File: config.mk
export PLATFORM = sky130hd
export DESIGN_NAME = timer_ctrl
export DESIGN_NICKNAME = d
export VERILOG_FILES = /design/src/rtl/timer_ctrl_pkg.sv /design/src/rtl/timer_tick_gen.sv /design/src/rtl/timer_ctrl.sv
export SDC_FILE = /design/constraint.sdc
export NUM_CORES = 1
export LEC_CHECK = 0
export CORE_ASPECT_RATIO = 0.9
export CORE_MARGIN = 8
export CORE_UTILIZATION = 53
export DETAILED_ROUTE_END_ITERATION = 16
export GPL_ROUTABILITY_DRIVEN = 0
export PLACE_DENSITY_LB_ADDON = 0.05
export REMOVE_ABC_BUFFERS = 1
export SLEW_MARGIN = 15
export SYNTH_ARGS = -nofsm -noshare
export SYNTH_HDL_FRONTEND = slang
export SYNTH_SLANG_ARGS = --single-unit
File: constraint.sdc
create_clock -name clk -period 3.2 [get_ports clk]
set_input_delay 0.64 -clock clk [delete_from_list [all_inputs] [get_ports clk]]
set_output_delay 0.64 -clock clk [all_outputs]
set_load 0.03 [all_outputs]
File: src/rtl/timer_ctrl_pkg.sv
// Shared definitions for the interval timer: register offsets, mode codes,
// CTRL bit layout and FSM state encodings.
package timer_ctrl_pkg;

    localparam logic [1:0] ADDR_CTRL   = 2'd0;
    localparam logic [1:0] ADDR_PRESET = 2'd1;
    localparam logic [1:0] ADDR_COUNT  = 2'd2;

    localparam logic [1:0] MODE_ONESHOT  = 2'd0;
    localparam logic [1:0] MODE_PERIODIC = 2'd1;

    localparam int CTRL_EN_BIT   = 0;
    localparam int CTRL_MODE_LSB = 1;
    localparam int CTRL_IM_BIT   = 3;
    localparam int CTRL_BITS     = 4;

    localparam logic [1:0] ST_IDLE = 2'd0;
    localparam logic [1:0] ST_LOAD = 2'd1;
    localparam logic [1:0] ST_CNT  = 2'd2;
    localparam logic [1:0] ST_INT  = 2'd3;

    // Field order matches the CTRL register bit layout (IM at bit 3, EN at bit 0).
    typedef struct packed {
        logic       im;
        logic [1:0] mode;
        logic       en;
    } ctrl_t;

endpackage

File: src/rtl/timer_tick_gen.sv
// Prescaler: asserts tick once every DIV enabled cycles; clr restarts the phase.
module timer_tick_gen
    import timer_ctrl_pkg::*;
#(
    parameter int DIV = 1
) (
    input  logic clk,
    input  logic reset,
    input  logic clr,
    input  logic en,
    output logic tick
);

    // A 1-bit counter that never leaves 0 keeps DIV = 1 equivalent to tick = en.
    localparam int            PW   = (DIV > 1) ? $clog2(DIV) : 1;
    localparam logic [PW-1:0] LAST = PW'(DIV - 1);

    logic [PW-1:0] r_pre;

    assign tick = en && (r_pre == LAST);

    always_ff @(posedge clk or negedge reset) begin
        if (!reset) begin
            r_pre <= '0;
        end else if (clr) begin
            r_pre <= '0;
        end else if (en) begin
            r_pre <= tick ? '0 : r_pre + PW'(1);
        end
    end

endmodule

File: src/rtl/timer_ctrl.sv
// Programmable interval timer on the CPU I/O bus: CTRL/PRESET/COUNT registers,
// one-shot or auto-reload counting, and a maskable interrupt request.
module timer_ctrl
    import timer_ctrl_pkg::*;
#(
    parameter int WIDTH = 32,
    parameter int DIV   = 1
) (
    input  logic             clk,
    input  logic             reset,
    input  logic [1:0]       addr,
    input  logic             we,
    input  logic [WIDTH-1:0] din,
    output logic [WIDTH-1:0] dout,
    output logic             irq
);

    ctrl_t            r_ctrl;
    logic [WIDTH-1:0] r_preset;
    logic [WIDTH-1:0] r_count;
    logic [1:0]       r_state;
    logic             r_pending;

    ctrl_t w_din_ctrl;
    logic  w_wr_ctrl;
    logic  w_wr_preset;
    logic  w_load;
    logic  w_counting;
    logic  w_expire;
    logic  w_periodic;
    logic  w_tick;

    assign w_wr_ctrl   = we && (addr == ADDR_CTRL);
    assign w_wr_preset = we && (addr == ADDR_PRESET);

    assign w_din_ctrl.en   = din[CTRL_EN_BIT];
    assign w_din_ctrl.mode = din[CTRL_MODE_LSB +: 2];
    assign w_din_ctrl.im   = din[CTRL_IM_BIT];

    assign w_load     = (r_state == ST_LOAD);
    assign w_counting = (r_state == ST_CNT) && r_ctrl.en;
    assign w_expire   = w_counting && (r_count == '0);
    // Modes 2 and 3 fall through to one-shot behaviour.
    assign w_periodic = (r_ctrl.mode == MODE_PERIODIC);

    timer_tick_gen #(.DIV(DIV)) u_tick_gen (
        .clk   (clk),
        .reset (reset),
        .clr   (w_load),
        .en    (w_counting),
        .tick  (w_tick)
    );

    // NOTE: all state below uses non-blocking assignment so every register samples pre-edge values.
    always_ff @(posedge clk or negedge reset) begin
        if (!reset) begin
            r_ctrl   <= '0;
            r_preset <= '0;
        end else begin
            if (w_wr_ctrl) begin
                r_ctrl <= w_din_ctrl;
            end else if ((r_state == ST_INT) && !w_periodic) begin
                r_ctrl.en <= 1'b0;
            end
            if (w_wr_preset) begin
                r_preset <= din;
            end
        end
    end

    always_ff @(posedge clk or negedge reset) begin
        if (!reset) begin
            r_state <= ST_IDLE;
            r_count <= '0;
        end else begin
            case (r_state)
                ST_IDLE: if (r_ctrl.en) r_state <= ST_LOAD;
                ST_LOAD: begin
                    r_count <= r_preset;
                    r_state <= ST_CNT;
                end
                ST_CNT: begin
                    if (!r_ctrl.en) begin
                        r_state <= ST_IDLE;
                    end else if (r_count == '0) begin
                        r_state <= ST_INT;
                    end else if (w_tick) begin
                        r_count <= r_count - WIDTH'(1);
                    end
                end
                ST_INT:  r_state <= w_periodic ? ST_LOAD : ST_IDLE;
                default: r_state <= ST_IDLE;
            endcase
        end
    end

    // A CPU write acknowledges the interrupt, even in the cycle it would be raised.
    always_ff @(posedge clk or negedge reset) begin
        if (!reset) begin
            r_pending <= 1'b0;
        end else if (w_wr_ctrl || w_wr_preset) begin
            r_pending <= 1'b0;
        end else if (w_expire) begin
            r_pending <= 1'b1;
        end else if ((r_state == ST_INT) && w_periodic) begin
            r_pending <= 1'b0;
        end
    end

    always_comb begin
        dout = '0;
        case (addr)
            ADDR_CTRL:   dout = {{(WIDTH-CTRL_BITS){1'b0}}, r_ctrl};
            ADDR_PRESET: dout = r_preset;
            ADDR_COUNT:  dout = r_count;
            default:     dout = '0;
        endcase
    end

    assign irq = r_ctrl.im & r_pending;

endmodule

==> qor.yml <==
status: "finished, final reports clean"
dominant_power_group: "combinational cells"
flow.area_growth_from_synthesis_pct: 25.4
top_signal_layer_used: "met4"
max_freq_mhz: 353
mappedNetlistArea_um2: 3990
groute.layer.met3.usage_pct: 5.33
route.met3.wl_um: 635
floorplan_row_count: 30
critPathLaunchType: "flip-flop"
flop_cell: "sky130_fd_sc_hd__dfrtp_1"
timing.final.hold_violations: 0
dpl-instance-area_um2: 4770
worst_slew_margin_rel_pct: 49.7
final_net_count: 510
multi_input_comb_cells: 296
clock_buffers: 12
rsz0062_at_grt: "false"
r2r_slack_ps: 370
path_delay_family: "simple AND/OR/NAND/NOR gates"
power_density_nw_per_um2: 810
worst_voltage_drop_across_the_vdd_grid_uv: 406
cts.reportedPaths.clkPinSlew_ps: 80
synth.cellmix.adderShare_pct: 0.313
grt.met1_usage_pct: 29.0
postSynthRegisterBits: 72
worst_case_setup_margin_in_the_final_layout_ps: 371
postCtsSetupRepairBufs: 0
netlist.area_leader.share_pct: 45.1
enable_flop_cells: 0
route.detailed.drc: 0
post_cts.resized_instances: 0
hp_class: "primary input to async pin"
postLayoutCoreUtil_pct: 67.4
path_max_fanout: 20
mostFrequentLayoutCell: "sky130_fd_sc_hd__dfrtp_1"
holdWs_ps: 276
postSynthAreaPerCell_um2: 9.86
top_comb_family_area: "AND-OR/OR-AND gates"
grt_remaining_overflow: 0
finalPower_mw: 4.06
reg2reg_to: "r_count[9]"
coreArea_um2: 7430
final_antenna_net_count: 0
clk_lat_worst_skew_ps: 360
commonest_cells_in_the_netlist: "sky130_fd_sc_hd__dfrtp_1, sky130_fd_sc_hd__mux2_2, sky130_fd_sc_hd__a22o_1, sky130_fd_sc_hd__nor2_1, sky130_fd_sc_hd__o21ai_0"
layout-drive-gt1-share_pct: 24.3
comb-cell-share_pct: 40.7
ys_top_cells_by_area: "sky130_fd_sc_hd__dfrtp_1, sky130_fd_sc_hd__mux2_2, sky130_fd_sc_hd__a22o_1, sky130_fd_sc_hd__o21ai_0, sky130_fd_sc_hd__a21oi_1"
crit_path_max_incr_delay_ps: 500
synthCells: 405
ys.warnings.count: 0
tapcell.inserted: 96
sequentialPower_mw: 1.59
signal_buffer_area_fraction_pct: 15.4
clock_power_share_pct: 21.2
fin_worst_skew_ps: 8.00
power_leakage_nw: 2.07
inverters: 10
fill_cells: 617
logic_area_um2: 2040
floorplan.initialDensity_pct: 53.7
initialDrtViolationCount: 165
log.warning_count: 25
rr_worst_depth: 8
place.port_buffers: 69
clk_share_pct: 4.77
chipArea_um2: 10600
layout.cells.largest_class: "multi-input combinational cells"
clk-power_mw: 0.860
post-place-cells: 557
grt_antenna_before_repair: 0
final_min_period_over_clock_period_pct: 88.4
mostFrequentLayoutCells: "sky130_fd_sc_hd__dfrtp_1, sky130_fd_sc_hd__buf_4, sky130_fd_sc_hd__clkdlybuf4s50_1"
grt_start_max_net_pins: 73
use_met2_pct: 29.4
yosysSeqAreaShare_pct: 45.1
preCtsSetupSlack_ps: 420
seq_power_share_pct: 39.2
cts_buffer_depth: 2
power.switching_mw: 1.63
cp.arrival_ps: 3080
clock-root-buffer: "sky130_fd_sc_hd__clkbuf_8"
seqAreaFraction_pct: 36.0
first_pass_grt_wire_length_um: 17700
route.met2.wl_um: 4680
cts_tree: "done"
avgViaCountPerCell: 6.13
synth_area_leader_cell: "sky130_fd_sc_hd__dfrtp_1"
antennaDiodeCount: 0
detail_route.first_pass.iterations: 4
clock-sinks: 72
worst_setup_path_class: "flip-flop to flip-flop"
n_sequential_cell: 72
n_all_buffers: 83
yosys.stat.chipArea_um2: 3990
**Metal 3**

Bar = 20 um.
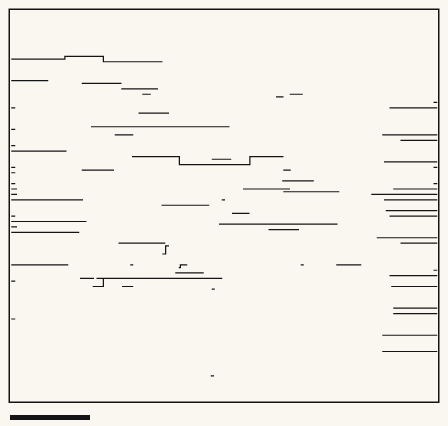
The wires run mostly horizontal. The layer carries 635 um of wire. 59 nets have wire on it.

**Routed metal, one color a layer**

Bar = 20 um.
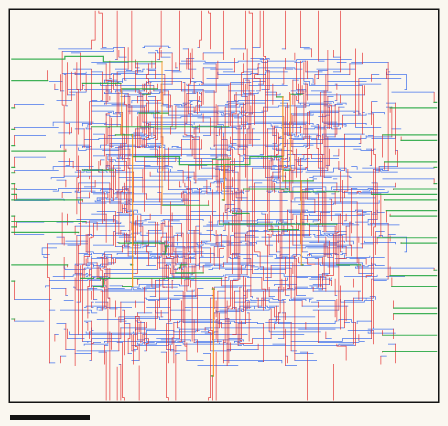
Key: blue = met1 [wire length 5060 um]; orange = met4 [wire length 178 um]; green = met3 [wire length 635 um]; red = met2 [wire length 4680 um]
number of vias in the routed layout: 3512
wire per inst: 18.4 um
routed wire length: 10600 um
global-route total usage across every layer: 20.5%

**The metal 4 layer**

Supply wires on this layer in gray.
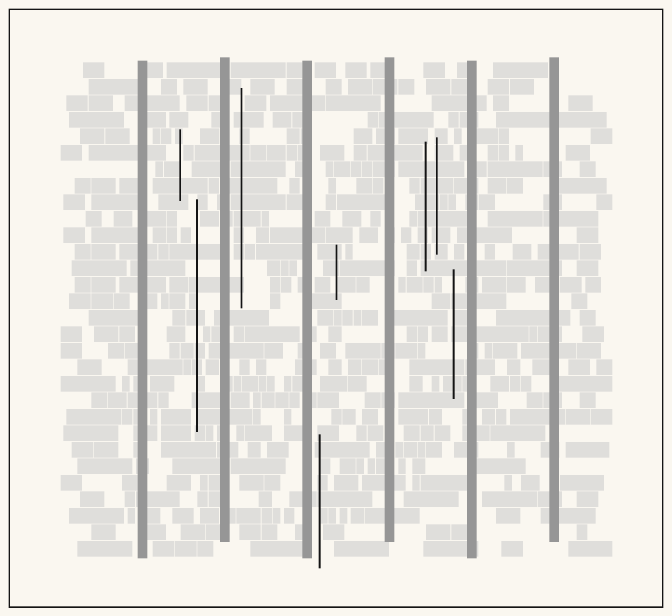
The layer carries 178 um of wire. The longest straight run is 38.1 um. 4 nets have wire on it.

